**config.mk**
```make
export PLATFORM = sky130hd
export DESIGN_NAME = line_engine
export DESIGN_NICKNAME = d
export VERILOG_FILES = /design/src/rtl/line_engine.sv
export SDC_FILE = /design/constraint.sdc
export NUM_CORES = 1
export LEC_CHECK = 0
export ABC_CLOCK_PERIOD_IN_PS = 11290
export CORE_MARGIN = 3
export CORE_UTILIZATION = 42
export DETAILED_ROUTE_END_ITERATION = 16
export PLACE_DENSITY = 0.65
export SLEW_MARGIN = 5
export SYNTH_ARGS = -nofsm -noshare
export SYNTH_HDL_FRONTEND = slang
export SYNTH_SLANG_ARGS = --single-unit
export TNS_END_PERCENT = 100
```
**constraint.sdc**
```tcl
create_clock -name clk -period 11.29 [get_ports clk]
set_input_delay 1.6935 -clock clk [delete_from_list [all_inputs] [get_ports clk]]
set_output_delay 1.6935 -clock clk [all_outputs]
set_load 0.01 [all_outputs]
```
**src/rtl/line_engine.sv**
```systemverilog
// line_engine: Bresenham line rasteriser feeding the frame-buffer writer.
// Walks all eight octants from (x0,y0) to (x1,y1) inclusive and emits one
// pixel per px_valid/px_ready handshake.
// Optional feature: define LINE_ENGINE_CLIP_EN to step silently over points
// outside SCREEN_W x SCREEN_H.
//
// Handshake: a pixel transfers at a rising edge where px_valid && px_ready.
// Once px_valid is high it stays high, with px_x/px_y stable, until that
// transfer happens. px_valid is registered, so it never depends
// combinationally on px_ready.
module line_engine #(
    parameter int COORD_W  = 9,
    parameter int SCREEN_W = 160,
    parameter int SCREEN_H = 120
) (
    input  logic               clk,
    input  logic               reset,
    input  logic               start,
    input  logic [COORD_W-1:0] x0,
    input  logic [COORD_W-1:0] y0,
    input  logic [COORD_W-1:0] x1,
    input  logic [COORD_W-1:0] y1,
    output logic               busy,
    output logic               done,
    output logic [COORD_W-1:0] px_x,
    output logic [COORD_W-1:0] px_y,
    output logic               px_valid,
    input  logic               px_ready,
    output logic [1:0]         dbg_state
);

    typedef enum logic [1:0] {
        IDLE  = 2'd0,
        SETUP = 2'd1,
        DRAW  = 2'd2,
        DONE  = 2'd3
    } state_t;

    localparam logic [COORD_W-1:0] ONE = COORD_W'(1);

    state_t state;

    // Latched command endpoints
    logic [COORD_W-1:0] xs, ys, xe, ye;

    // Bresenham terms: dx >= 0, dy <= 0
    logic signed [COORD_W:0]   dx, dy;
    logic signed [COORD_W+1:0] err;
    logic                      sx_neg, sy_neg;

    // Combinational step and setup terms
    logic signed [COORD_W:0]   dx_setup, dy_setup;
    logic signed [COORD_W+1:0] err_setup;
    logic signed [COORD_W+2:0] e2, dx_w3, dy_w3;
    logic signed [COORD_W+1:0] dx_w2, dy_w2, err_next;
    logic                      step_x, step_y;
    logic [COORD_W-1:0]        nx, ny;
    logic                      at_end, advance;
    logic                      first_vis, next_vis;

    assign dbg_state = state;

    // Setup arithmetic from the latched endpoints
    always_comb begin
        dx_setup = (xe >= xs) ? ({1'b0, xe} - {1'b0, xs}) : ({1'b0, xs} - {1'b0, xe});
        dy_setup = (ye >= ys) ? ({1'b0, ys} - {1'b0, ye}) : ({1'b0, ye} - {1'b0, ys});
        err_setup = {dx_setup[COORD_W], dx_setup} + {dy_setup[COORD_W], dy_setup};
    end

    // Next point of the walk and the error term that goes with it
    always_comb begin
        dx_w2    = {dx[COORD_W], dx};
        dy_w2    = {dy[COORD_W], dy};
        dx_w3    = {{2{dx[COORD_W]}}, dx};
        dy_w3    = {{2{dy[COORD_W]}}, dy};
        e2       = {err, 1'b0};
        step_x   = (e2 >= dy_w3);
        step_y   = (e2 <= dx_w3);
        err_next = err + (step_x ? dy_w2 : '0) + (step_y ? dx_w2 : '0);
        nx       = px_x;
        ny       = px_y;
        if (step_x) nx = sx_neg ? (px_x - ONE) : (px_x + ONE);
        if (step_y) ny = sy_neg ? (px_y - ONE) : (px_y + ONE);
        at_end   = (px_x == xe) && (px_y == ye);
        // A clipped point (px_valid low in DRAW) moves on without a handshake
        advance  = px_valid ? px_ready : 1'b1;
    end

`ifdef LINE_ENGINE_CLIP_EN
    // Visibility of the first point and of the point being stepped to
    always_comb begin
        first_vis = (32'(xs) < SCREEN_W) && (32'(ys) < SCREEN_H);
        next_vis  = (32'(nx) < SCREEN_W) && (32'(ny) < SCREEN_H);
    end
`else
    // Every point is visible; the screen size plays no part
    always_comb begin
        first_vis = 1'b1;
        next_vis  = 1'b1;
    end

    logic unused_screen;
    assign unused_screen = (SCREEN_W > 0) ^ (SCREEN_H > 0);
`endif

    // Command FSM with registered outputs
    always_ff @(posedge clk or negedge reset) begin
        if (!reset) begin
            state    <= IDLE;
            busy     <= 1'b0;
            done     <= 1'b0;
            px_valid <= 1'b0;
            px_x     <= '0;
            px_y     <= '0;
            xs       <= '0;
            ys       <= '0;
            xe       <= '0;
            ye       <= '0;
            dx       <= '0;
            dy       <= '0;
            err      <= '0;
            sx_neg   <= 1'b0;
            sy_neg   <= 1'b0;
        end else begin
            case (state)
                IDLE: begin
                    done     <= 1'b0;
                    px_valid <= 1'b0;
                    if (start) begin
                        xs    <= x0;
                        ys    <= y0;
                        xe    <= x1;
                        ye    <= y1;
                        busy  <= 1'b1;
                        state <= SETUP;
                    end
                end
                SETUP: begin
                    dx       <= dx_setup;
                    dy       <= dy_setup;
                    err      <= err_setup;
                    sx_neg   <= !(xs < xe);
                    sy_neg   <= !(ys < ye);
                    px_x     <= xs;
                    px_y     <= ys;
                    px_valid <= first_vis;
                    state    <= DRAW;
                end
                DRAW: begin
                    if (advance) begin
                        if (at_end) begin
                            px_valid <= 1'b0;
                            done     <= 1'b1;
                            state    <= DONE;
                        end else begin
                            px_x     <= nx;
                            px_y     <= ny;
                            err      <= err_next;
                            px_valid <= next_vis;
                        end
                    end
                end
                DONE: begin
                    done  <= 1'b0;
                    busy  <= 1'b0;
                    state <= IDLE;
                end
                default: state <= IDLE;
            endcase
        end
    end

endmodule
```
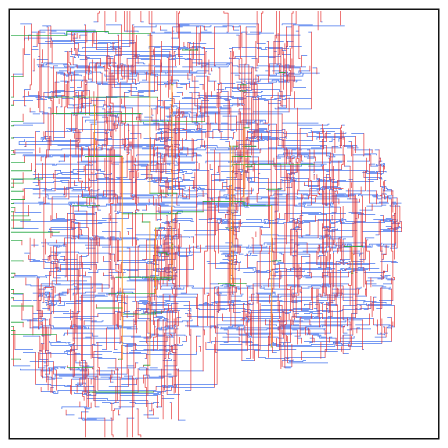
(run_1/layers.png)
| layer | colour | wire length |
|---|---|---|
| M3 | green | 540 µm |
| M4 | orange | 442 µm |
| M2 | red | 8,570 µm |
| M1 | blue | 9,240 µm |
global-route usage over all layers: 0.194
via count: 6,042
DR WL/cell: 16.6 µm
Routed WL: 18,800 µm

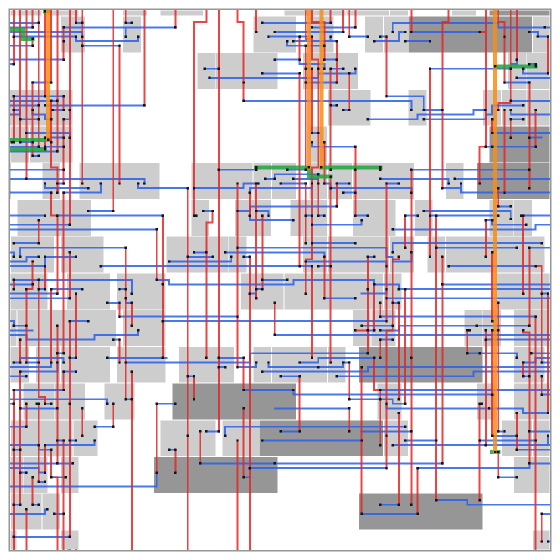
(run_1/closeup.png)
Window x 51 to 91, y 23 to 63 µm. Cells in grey, sequential cells in the stronger grey; small squares are vias.
| layer | colour |
|---|---|
| M2 | red |
| M4 | orange |
| M1 | blue |
| M3 | green |
sequential cells in the window: 7
most frequent: nand2_1 (13), inv_1 (10), o21ai_0 (9)
cells with their middle in the window: 95
netlist names of flops here include: dx (4), dy (2)

==> results_dict.tcl, run 1 <==
# metrics dict for downstream scripts
set metrics [dict create \
    cts_buffer_depth 2 \
    crit_arrival_ns 5.09 \
    clk_pin_slew_ns 0.07 \
    inverters 92 \
    hold_depth 2 \
    port_buffers 62 \
    synth-edff-count 0 \
    met3_usage 0.0232 \
    clock_latency_ns 0.36 \
    comb_area_share 0.562 \
    dp.cells 1118 \
    reg2reg_to "err[8]$_DFFE_PN0P_" \
    remaining_drc_errors 0 \
    flops 92 \
    ys_ff 92 \
    cts_max_level 3 \
    max_stage_delay_ns 0.84 \
    crit_slowest_cell "nor2_1" \
    firstDrtPassIters 4 \
    cts_tree "done" \
    seq_area_mm2 0.00230 \
    ys_sh_adder 0.199 \
    syn-cell-area_mm2 0.00778 \
    buffers 70 \
    drtAntennaViolNets 0 \
    drive_gt1_frac 0.0983 \
    die_w_um 142 \
    grt_max_degree 76 \
    topCombFamilyByArea "adder cells" \
    die-area_mm2 0.0202 \
    top_cell_area_share 0.296 \
    largest_register_ffs 11 \
    io_pins 63 \
    grt_busiest_layer "met2" \
    synth_warnings 0 \
    rows 49 \
    synth_top_flop_cell "dfrtp_1" \
    worstPathMaxFanout 13 \
    required_ns 11.52 \
    r2r_slack_ns 6.43 \
    core_area_mm2 0.0181 \
    finalInstanceArea_mm2 0.00898 \
    crit_path_start_kind "flip-flop" \
    outcome "finished clean" \
    cts_made_buffers 9 \
    period_minus_slack_ns 4.86 \
    ctsHoldBuffers 0 \
]
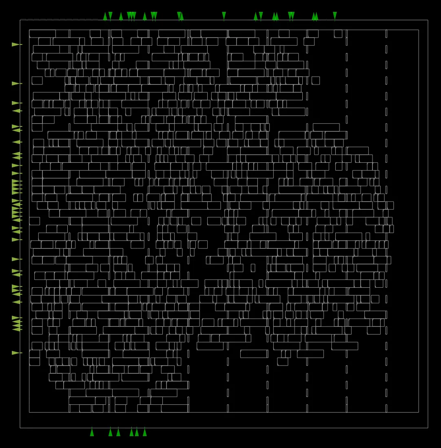
(run_1/placed.png)
Tap Count: 229
Fillers: 1,702
Seq/total area: 0.256
Post-Layout Cell Count: 1,134

==> run_1/clock_wires.png <==
Bar = 50 µm.
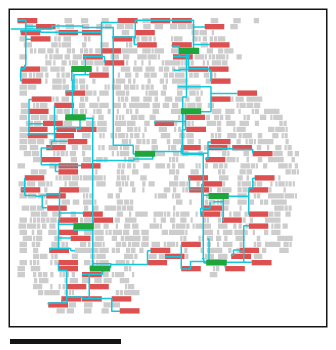

## Run 2: what changed since run 1
- ABC_CLOCK_PERIOD_IN_PS: 11290 -> 5000
- clock period: 11.29 -> 5 ns (I/O delays scaled with it)
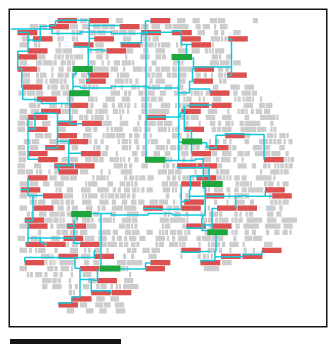
(run_2/clock_wires.png)
Bar = 50 µm.
[clock wires] cyan | length: 1,350 µm
[flip-flops] red | count: 92
[clock-net drivers] green | count: 9
flops lie: widely spread
Final Skew: 0.0110 ns

==> results_dict.tcl, run 2 <==
# metrics dict for downstream scripts
set metrics [dict create \
    outcome "finished clean" \
    grt_busiest_layer "met2" \
    max_stage_delay_ns 0.55 \
    holdWs_ns 0.395 \
    wl_per_cell_um 16.5 \
    cts_max_level 3 \
    seq_area_mm2 0.00230 \
    seq_share 0.256 \
    crit_arrival_ns 4.77 \
    ys_area_mm2 0.00778 \
    drv_slew 0 \
    syn-cell-area_mm2 0.00778 \
    finalInstanceArea_mm2 0.00898 \
    core_area_mm2 0.0181 \
    flops 92 \
    reg_top3 "err x11, dx x10, dy x10" \
    nFillCells 1667 \
    grt_max_degree 52 \
    ys_ff 92 \
    rows 49 \
    remaining_drc_errors 0 \
    finalSetupViolCount 0 \
    ctsHoldBuffers 0 \
    port_buffers 62 \
    met3_usage 0.0336 \
    critical_path_class "reg -> reg" \
    crit_path_start_kind "flip-flop" \
    path_buffers 1 \
    worstPathMaxFanout 13 \
    n_tap_cell 229 \
    ys_sh_adder 0.199 \
    reg2reg_to "err[8]$_DFFE_PN0P_" \
    drtAntennaViolNets 0 \
    largest_area_cell "dfrtp_1" \
    fp.dieH_um 142 \
    clock_latency_ns 0.36 \
    dp.cells 1121 \
    stdcell_count 1137 \
    r2r_slack_ns 0.44 \
    ys_sh_mux 0.0959 \
    grtUsageTotal 0.192 \
    wl_met1_um 9150 \
    comb_area_share 0.563 \
    cts_tree "done" \
    drive_gt1_frac 0.105 \
    buffers 73 \
    clk_pin_slew_ns 0.07 \
    period_minus_slack_ns 4.56 \
    buffer_area_frac 0.0780 \
    cts_buffer_depth 2 \
    topCombFamilyByArea "adder cells" \
    cp_top_family "AND-OR/OR-AND gates" \
    cts_made_buffers 9 \
    firstDrtPassIters 6 \
    required_ns 5.21 \
    synth-edff-count 0 \
    crit_slowest_cell "nor2_2" \
    synth_warnings 0 \
    inverters 92 \
    die_w_um 142 \
    io_pins 63 \
    largest_register_ffs 11 \
    synth_top_flop_cell "dfrtp_1" \
    max-slew-margin-rel 0.411 \
]
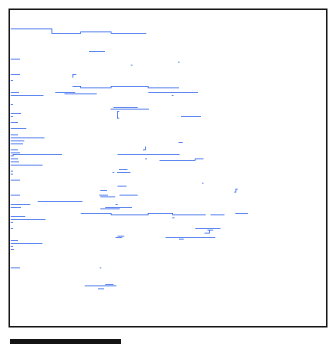
(run_2/m3.png)
Bar = 50 µm.
nets with wire on the layer: 68
wire length on this layer: 665 µm
longest straight run: 27.6 µm
main direction: horizontal
share of all routed wire: 3.5%
via count: 6,156
Routed WL: 18,800 µm

